[src/rtl/async_fifo_pkg.sv]
// ---------------------------------------------------------------------------
// async_fifo_pkg
// Shared constants for the async FIFO write/read pointer stages and the
// read-side stream adapter, plus the buffer occupancy classification used
// by the adapter.
// Ports: none (package).
// ---------------------------------------------------------------------------
package async_fifo_pkg;

  localparam int DEF_DATA_WIDTH = 8;
  localparam int DEF_ADDR_WIDTH = 4;
  localparam int DEF_BUF_DEPTH  = 2;
  localparam int DEF_CNT_WIDTH  = 16;

  // Occupancy class of the adapter's output buffer
  typedef enum logic [1:0] {
    BUF_EMPTY   = 2'd0,
    BUF_PARTIAL = 2'd1,
    BUF_FULL    = 2'd2
  } buf_state_e;

  // Classify a buffer level against its depth
  function automatic buf_state_e buf_state(input int level, input int depth);
    buf_state_e st;
    if (level <= 0) begin
      st = BUF_EMPTY;
    end else if (level >= depth) begin
      st = BUF_FULL;
    end else begin
      st = BUF_PARTIAL;
    end
    return st;
  endfunction

endpackage

[src/rtl/fifo_rd_stream_adapter.sv]
// ---------------------------------------------------------------------------
// fifo_rd_stream_adapter
// Read-domain consumer of the async FIFO read-pointer stage. Pops words from
// the FIFO into a small circular register buffer and presents them to the
// downstream consumer as a valid/ready stream. rd_inc depends only on
// rd_empty, reset and the registered buffer level, never on out_ready.
//
// Ports:
//   R_CLK      in   read-domain clock (posedge)
//   R_RST      in   synchronous active-high reset
//   rd_empty   in   FIFO empty flag
//   rd_data    in   FIFO read data at the current read address
//   rd_inc     out  pop request to the read-pointer stage
//   out_ready  in   consumer accepts out_data this cycle
//   out_valid  out  out_data holds a valid word
//   out_data   out  head word of the buffer (zero when empty)
//   buf_level  out  buffer occupancy
//   word_cnt   out  words handed to the consumer since reset (wraps)
// ---------------------------------------------------------------------------
module fifo_rd_stream_adapter
  import async_fifo_pkg::*;
#(
  parameter int DATA_WIDTH = DEF_DATA_WIDTH,
  parameter int BUF_DEPTH  = DEF_BUF_DEPTH,
  parameter int CNT_WIDTH  = DEF_CNT_WIDTH
) (
  input  logic                        R_CLK,
  input  logic                        R_RST,
  input  logic                        rd_empty,
  input  logic [DATA_WIDTH-1:0]       rd_data,
  output logic                        rd_inc,
  input  logic                        out_ready,
  output logic                        out_valid,
  output logic [DATA_WIDTH-1:0]       out_data,
  output logic [$clog2(BUF_DEPTH):0]  buf_level,
  output logic [CNT_WIDTH-1:0]        word_cnt
);

  localparam int IDX_W = $clog2(BUF_DEPTH);
  localparam int LVL_W = IDX_W + 1;

  logic [DATA_WIDTH-1:0] buf_r [BUF_DEPTH];
  logic [IDX_W-1:0]      wr_idx_r;
  logic [IDX_W-1:0]      rd_idx_r;
  logic [LVL_W-1:0]      level_r;
  logic                  out_valid_r;
  logic [DATA_WIDTH-1:0] out_data_r;
  logic [CNT_WIDTH-1:0]  word_cnt_r;

  buf_state_e            buf_state_s;
  logic                  push_s;
  logic                  pop_s;
  logic [LVL_W-1:0]      remain_s;
  logic [LVL_W-1:0]      level_nxt_s;
  logic [IDX_W-1:0]      rd_idx_nxt_s;
  logic [DATA_WIDTH-1:0] head_nxt_s;

  // Push/pop decisions and next-state head word of the buffer
  always_comb begin
    buf_state_s = buf_state(int'(level_r), BUF_DEPTH);
    if (!R_RST && !rd_empty && (buf_state_s != BUF_FULL)) begin
      push_s = 1'b1;
    end else begin
      push_s = 1'b0;
    end
    pop_s        = out_valid_r & out_ready;
    // A pop only happens when out_valid_r=1, i.e. level_r>0, so no underflow
    remain_s     = level_r - LVL_W'(pop_s);
    level_nxt_s  = remain_s + LVL_W'(push_s);
    // Indices are log2(BUF_DEPTH) bits wide, so +1 wraps mod BUF_DEPTH
    rd_idx_nxt_s = rd_idx_r + IDX_W'(pop_s);
    // When nothing survives the pop, the new head is the word being pushed
    // now (it lands at wr_idx_r, which equals rd_idx_nxt_s in that case).
    if (level_nxt_s == {LVL_W{1'b0}}) begin
      head_nxt_s = {DATA_WIDTH{1'b0}};
    end else if (remain_s == {LVL_W{1'b0}}) begin
      head_nxt_s = rd_data;
    end else begin
      head_nxt_s = buf_r[rd_idx_nxt_s];
    end
  end

  // Buffer storage, indices, level, registered stream outputs and counter
  always_ff @(posedge R_CLK) begin
    if (R_RST) begin
      for (int i = 0; i < BUF_DEPTH; i++) begin
        buf_r[i] <= {DATA_WIDTH{1'b0}};
      end
      wr_idx_r    <= {IDX_W{1'b0}};
      rd_idx_r    <= {IDX_W{1'b0}};
      level_r     <= {LVL_W{1'b0}};
      out_valid_r <= 1'b0;
      out_data_r  <= {DATA_WIDTH{1'b0}};
      word_cnt_r  <= {CNT_WIDTH{1'b0}};
    end else begin
      if (push_s) begin
        buf_r[wr_idx_r] <= rd_data;
        wr_idx_r        <= wr_idx_r + {{(IDX_W-1){1'b0}}, 1'b1};
      end else begin
        wr_idx_r        <= wr_idx_r;
      end
      if (pop_s) begin
        word_cnt_r <= word_cnt_r + {{(CNT_WIDTH-1){1'b0}}, 1'b1};
      end else begin
        word_cnt_r <= word_cnt_r;
      end
      rd_idx_r    <= rd_idx_nxt_s;
      level_r     <= level_nxt_s;
      out_valid_r <= (level_nxt_s != {LVL_W{1'b0}});
      out_data_r  <= head_nxt_s;
    end
  end

  assign rd_inc    = push_s;
  assign out_valid = out_valid_r;
  assign out_data  = out_data_r;
  assign buf_level = level_r;
  assign word_cnt  = word_cnt_r;

endmodule

[config.mk]
export PLATFORM = sky130hd
export DESIGN_NAME = fifo_rd_stream_adapter
export DESIGN_NICKNAME = d
export VERILOG_FILES = /design/src/rtl/async_fifo_pkg.sv /design/src/rtl/fifo_rd_stream_adapter.sv
export SDC_FILE = /design/constraint.sdc
export NUM_CORES = 1
export LEC_CHECK = 0
export ABC_CLOCK_PERIOD_IN_PS = 2000
export CORE_UTILIZATION = 45
export DETAILED_ROUTE_END_ITERATION = 8
export PLACE_DENSITY = 0.8
export SLEW_MARGIN = 40
export SYNTH_ARGS = -nofsm -noshare
export SYNTH_HDL_FRONTEND = slang
export SYNTH_SLANG_ARGS = --single-unit
[constraint.sdc]
create_clock -name R_CLK -period 2 [get_ports R_CLK]
set_input_delay 0.4 -clock R_CLK [delete_from_list [all_inputs] [get_ports R_CLK]]
set_output_delay 0.4 -clock R_CLK [all_outputs]
set_load 0.03 [all_outputs]
Figure 1. M3 wires (run 1).
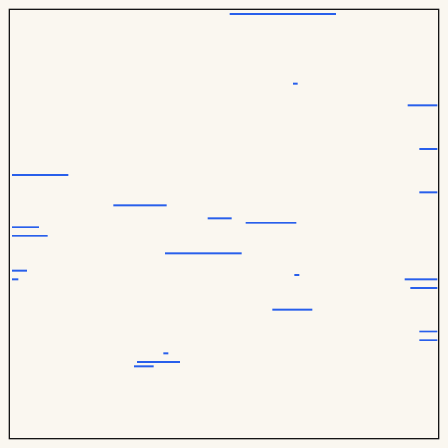
main direction = horizontal
wire length on this layer = 107 microns
share of all routed wire = 2.8%
nets with wire on the layer = 17

Figure 2. Sequential cells colored by netlist name (run 1).
Other sequential cells in the stronger gray, the rest of the logic in the fainter gray.
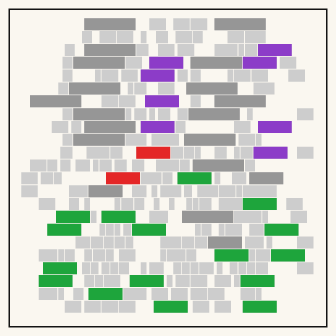
red -> `buf_level`  # sequential cells 2
purple -> `out_data`  # sequential cells 8
green -> `word_cnt`  # sequential cells 16
not colored = 19

==> impl_metrics.env, run 1 <==
# flow metrics
export IMPL_outcome="completed"
export IMPL_warning_count=26
export IMPL_cts_root_buffer="clkbuf_8"
export IMPL_ys_types=34
export IMPL_synthAdderAreaFrac_pct=1.98
export IMPL_pg_seq_mw=1.20
export IMPL_syn_to_final_growth_pct=34.3
export IMPL_synthAoiAreaFrac_pct=6.33
export IMPL_io_buffers=39
export IMPL_core_area_sq_mm=0.00403
export IMPL_fp_dieH_microns=66.9
export IMPL_crit_slowest_cell="clkdlybuf4s50_1"
export IMPL_fp_util_pct=47.1
export IMPL_grt_pass1_wl_microns=6100
export IMPL_path_buffers=3
export IMPL_mux_share_pct=6.00
export IMPL_cts_setup_buffers=0
export IMPL_gp_congestion=0.735
export IMPL_r2r_start="word_cnt[1]$_SDFFE_PP0P_"
export IMPL_ir_worst_vdd_uv=532
export IMPL_gr_usage_met2_pct=31.1
export IMPL_synth_warnings=0
export IMPL_cts_tree="done"
export IMPL_ys_sh_simple_pct=21.3
export IMPL_yosysMostFrequentCell="dfxtp_1"
export IMPL_ant_nets=0
export IMPL_power_leader="registers"
export IMPL_worstSetupEndpointType="primary output"
export IMPL_worst_pin_slew_ns=0.340
export IMPL_antenna_cells=0
export IMPL_crit_chain="clkdlybuf4s50_1 -> nor3_1 -> buf_4 -> buf_4"
export IMPL_syn_area_sq_mm=0.00190
export IMPL_crit_start="rd_empty"
export IMPL_fin_ws_ns=0.0599
export IMPL_cts_hold_buf=0
export IMPL_min_period_ns=1.94
export IMPL_cts_max_level=2
export IMPL_ys_async_sr_fraction_pct=0
export IMPL_p_seq_share_pct=41.4
export IMPL_swShare_pct=35.7
export IMPL_clkTransAtPathRegs_ns=0.08
export IMPL_worst_skew_pair_late_latency_ns=0.30
export IMPL_intPower_mw=1.87
export IMPL_drt_pass1_iter_count=4
export IMPL_crit_path_max_incr_delay_ns=0.41
Figure 3. Track usage over the die (run 1).
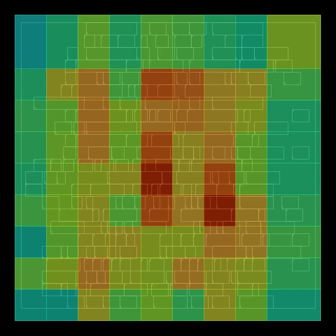
Final Core Density: 63.3%
all-layer global routing usage: 19.3%
met3 usage: 3.77%
DR WL/cell: 13.7 microns

[run 1: routing by layer]
metal  share of wire [%]  vias up
met5                   0        -
met4                 2.2        0
met3                 2.7        8
met2                  49       26
met1                  46      653
li1                    -      724
[run 1: logic make-up (layout without fill, tap and decap cells)]
group,Yosys count,after routing
mux,11,11
buf+inv,13,68
simple gates,73,73
compound gates,19,19
xor+xnor,12,12
flops,45,45
fa+ha+maj,3,3
[run 1: worst max path at each step]
stage                           endpoint  slack (ns)  depth (start not counted)
2_1_floorplan  word_cnt[10]$_SDFFE_PP0P_        0.06                          5
3_3_place_gp      out_data[6]$_SDFF_PP0_       -0.16                         10
3_5_place_dp      out_data[4]$_SDFF_PP0_       -0.24                         10
4_1_cts           out_data[4]$_SDFF_PP0_        0.02                         10
5_1_grt           out_data[7]$_SDFF_PP0_      0.0009                         10
6_report                          rd_inc        0.06                          4
[run 1: final cells by class]
class,instances,area (sq um),area share [%]
well taps,50,62.6,2.45
clock buffers,7,76.3,2.99
inverters,7,26.3,1.03
repair buffers,53,505,19.8
multi-input cells,118,815,31.9
flip-flops and latches,45,1060,41.6
clock inverters,1,3.75,0.147
[run 1: state kept, by name, indices dropped and copies added (netlist names)]
name and flops:
out_data 8, word_cnt 16, buf_level 2, rd_idx_r 1, out_valid 1, wr_idx_r 1
buf_r 16
[run 1: metrics by stage]
stage          area [sq um]  std cells  hold slack [ns]  utilization, %  power, mW
4_1_cts                2530        281            0.525            62.7       2.87
6_report               2550        281            0.526            63.3       2.90
5_1_grt                2550        281            0.553            63.3       3.05
3_5_place_dp           2450        273            0.508            60.7       2.34
3_3_place_gp           2450        273            0.500            60.7       2.31
2_1_floorplan          1900        176            0.580               -       1.87
==> run 2, diff against run 1 <==
Settings changed: CTS_CLUSTER_SIZE set to 20, SLEW_MARGIN 40 to 0.
Figure 4. Sequential cells colored by netlist name (run 2).
Other sequential cells in the stronger gray, the rest of the logic in the fainter gray.
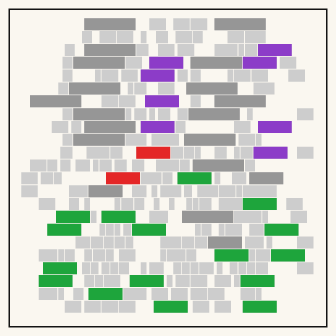
purple -> `out_data`  # sequential cells 8
green -> `word_cnt`  # sequential cells 16
red -> `buf_level`  # sequential cells 2
not colored = 19

Figure 5. I/O pins on the die edge (run 2).
Pins as bars across the die edge, other pins in gray.
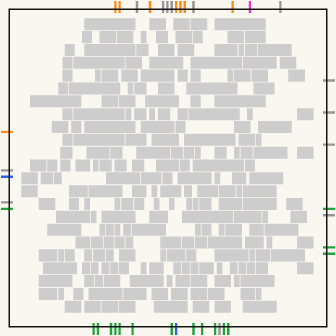
orange -> `rd_data`  # pins 8, direction input, edge 7 top, 1 left
green -> `word_cnt`  # pins 16, direction output, edge 12 bottom, 3 right, 1 left
blue -> `buf_level`  # pins 2, direction output, edge 1 bottom, 1 left
magenta -> `R_CLK`  # pins 1, direction input, edge top
all pins by edge = 14 top, 14 bottom, 7 right, 5 left

Figure 6. Track usage over the die (run 2).
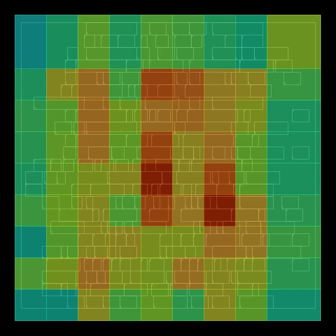
GR Util met2: 31.1%
grt peak-use layer: met2
GRT met1 Usage: 24.0%

==> impl_metrics.env, run 2 <==
# flow metrics
export IMPL_syn_area_sq_mm=0.00190
export IMPL_outcome="completed"
export IMPL_yosysMostFrequentCell="dfxtp_1"
export IMPL_clkTransAtPathRegs_ns=0.08
export IMPL_ys_async_sr_fraction_pct=0
export IMPL_ant_nets=0
export IMPL_register_area_sq_mm=0.00106
export IMPL_grt_use_met3_pct=3.77
export IMPL_worst_pin_slew_ns=0.340
export IMPL_p_seq_share_pct=41.4
export IMPL_ys_sh_simple_pct=21.3
export IMPL_synthAdderAreaFrac_pct=1.98
export IMPL_grt_usage_pct=19.3
export IMPL_fp_dieH_microns=66.9
export IMPL_dp_cells=273
export IMPL_synth_warnings=0
export IMPL_r2r_start="word_cnt[1]$_SDFFE_PP0P_"
export IMPL_comb_area_sq_um=815
export IMPL_pg_seq_mw=1.20
export IMPL_syn_to_final_growth_pct=34.3
export IMPL_mux_share_pct=6.00
export IMPL_whs_ns=0.526
export IMPL_ir_worst_vdd_uv=532
export IMPL_gp_congestion=0.735
export IMPL_fp_util_pct=47.1
export IMPL_cts_hold_buf=0
export IMPL_min_period_ns=1.94
export IMPL_io_buffers=39
## run 2: cell counts in the layout (fill, tap and decap cells not counted)
Identical to the previous run, type by type.
## run 2: timing repair
item | CTS | global route
buffers inserted | 0 | 0
resized | 0 | 4
setup endpoints to repair | 0 | 8
## run 2: cell type report
type                       instances  area share [%]
multi-input combinational        118            31.9
tap                               50            2.45
timing repair buffer              53            19.8
inverter                           7            1.03
sequential                        45            41.6
clock inverter                     1           0.147
clock buffer                       7            2.99
## run 2: worst min path at each step
stage                                          from                         to
after floorplan           buf_r[1][0]$_SDFFCE_PN0P_     out_data[0]$_SDFF_PP0_
after global placement    word_cnt[14]$_SDFFE_PP0P_  word_cnt[14]$_SDFFE_PP0P_
after global routing      word_cnt[14]$_SDFFE_PP0P_  word_cnt[14]$_SDFFE_PP0P_
after detailed placement  word_cnt[14]$_SDFFE_PP0P_  word_cnt[14]$_SDFFE_PP0P_
after CTS                 word_cnt[14]$_SDFFE_PP0P_  word_cnt[14]$_SDFFE_PP0P_
final                     word_cnt[14]$_SDFFE_PP0P_  word_cnt[14]$_SDFFE_PP0P_
## run 2: metrics by stage
stage                     utilization (%)  setup TNS [ns]  cell area (sq um)  total power, mW  setup slack [ns]
final                                63.3               0               2550             2.90            0.0599
after global routing                 63.3               0               2550             3.05          0.000941
after CTS                            62.7               0               2530             2.87            0.0202
after detailed placement             60.7           -2.66               2450             2.34            -0.241
after global placement               60.7           -1.92               2450             2.31            -0.161
after floorplan                         -               0               1900             1.87            0.0628
## run 2: worst max-delay path, cell delays in order
cell and delay, ns:
clkdlybuf4s50_1 0.41, nor3_1 0.31, buf_4 0.24, buf_4 0.17
## run 2: routing by layer
layer / wire length [microns] / share of wire [%]
met1: 1760 / 46
met2: 1900 / 49
met3: 106 / 2.7
met4: 85 / 2.2
met5: 0 / 0
==> run 3, diff against run 2 <==
Settings changed: ABC_CLOCK_PERIOD_IN_PS 2000 to not set.
Figure 7. Track usage over the die (run 3).
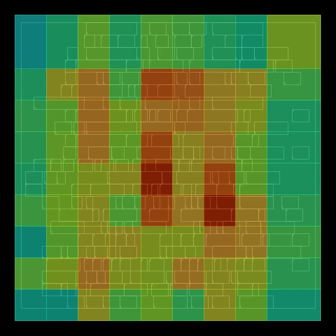

Figure 8. M3 wires (run 3).
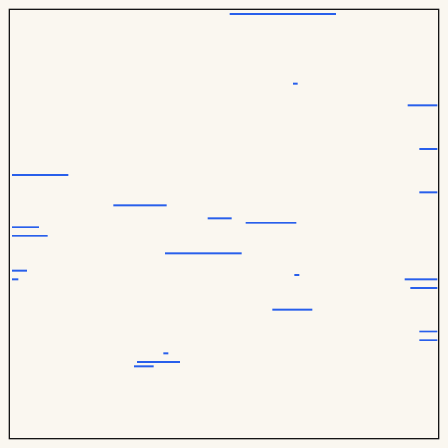
main direction = horizontal
longest straight run = 16.3 microns
share of all routed wire = 2.8%
wire length on this layer = 107 microns
DR vias: 1411
Routed WL: 3860 microns

==> impl_metrics.env, run 3 <==
# flow metrics
export IMPL_fp_util_pct=47.1
export IMPL_worst_pin_slew_ns=0.340
export IMPL_synth_warnings=0
export IMPL_gp_congestion=0.735
export IMPL_total_power_mw=2.90
export IMPL_p_seq_share_pct=41.4
export IMPL_fin_cells=281
export IMPL_cp_top_family="buffers and inverters"
export IMPL_worst_skew_pair_late_latency_ns=0.30
export IMPL_cp_common_cell="buf_4"
export IMPL_r2r_start="word_cnt[1]$_SDFFE_PP0P_"
export IMPL_place_ws_ns=-0.241
export IMPL_worstSetupEndpointType="primary output"
export IMPL_core_area_sq_mm=0.00403
export IMPL_intPower_mw=1.87
export IMPL_ant_nets=0
export IMPL_cts_root_buffer="clkbuf_8"
export IMPL_ir_worst_vdd_uv=532
export IMPL_cts_max_level=2
export IMPL_fp_dieH_microns=66.9
export IMPL_ctsResizeCount=0
export IMPL_stdcell_area_sq_mm=0.00255
export IMPL_yosysMostFrequentCell="dfxtp_1"
export IMPL_grt_pass1_wl_microns=6100
export IMPL_outcome="completed"
Figure 9. I/O pins on the die edge (run 3).
Pins as bars across the die edge, other pins in gray.
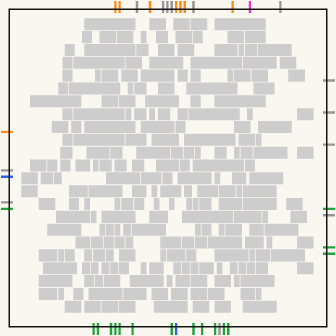
blue -> `buf_level`  # pins 2, direction output, edge 1 bottom, 1 left
orange -> `rd_data`  # pins 8, direction input, edge 7 top, 1 left
magenta -> `R_CLK`  # pins 1, direction input, edge top
green -> `word_cnt`  # pins 16, direction output, edge 12 bottom, 3 right, 1 left

## run 3: cell counts after synthesis
No cell type changed its count.
## run 3: routing by layer
| layer | part of all wire (%) | vias to the layer above | track usage (%) |
|---|---|---|---|
| met5 | 0 | - | 0 |
| met4 | 2.2 | 0 | 10.4 |
| met3 | 2.7 | 8 | 3.77 |
| met2 | 49 | 26 | 31.1 |
| met1 | 46 | 653 | 24.0 |
| li1 | - | 724 | - |
## run 3: cell type report
class                   instances  area [sq um]  area share, %
clock buffers                   7          76.3           2.99
clock inverters                 1          3.75          0.147
inverters                       7          26.3           1.03
multi-input cells             118           815           31.9
flip-flops and latches         45          1060           41.6
well taps                      50          62.6           2.45
repair buffers                 53           505           19.8
## run 3: how the worst max path moves through the flow
stage	from	to	slack, ns	cells after the start
after floorplan	word_cnt[0]$_SDFFE_PP0P_	word_cnt[10]$_SDFFE_PP0P_	0.06	5
after global placement	out_ready	out_data[6]$_SDFF_PP0_	-0.16	10
after detailed placement	out_ready	out_data[4]$_SDFF_PP0_	-0.24	10
after CTS	out_ready	out_data[4]$_SDFF_PP0_	0.02	10
after global routing	out_ready	out_data[7]$_SDFF_PP0_	0.0009	10
final	rd_empty	rd_inc	0.06	4
## run 3: kinds of logic after synthesis
group,Yosys count
buffers and inverters,13
AOI/OAI and AO/OA,19
muxes,11
adders and majority gates,3
DFF,45
and+or+nand+nor,73
xor gates and xnor gates,12
## run 3: power by group through the flow
stage / Sequential, mW / Clock, mW / Combinational (mW)
2_1_floorplan: 1.43 / 0 / 0.434
3_3_place_gp: 1.22 / 0 / 1.08
3_5_place_dp: 1.22 / 0 / 1.12
4_1_cts: 1.20 / 0.545 / 1.12
5_1_grt: 1.22 / 0.587 / 1.24
6_report: 1.20 / 0.532 / 1.17
No activity file was given, so power comes from the tool's default toggle rates.
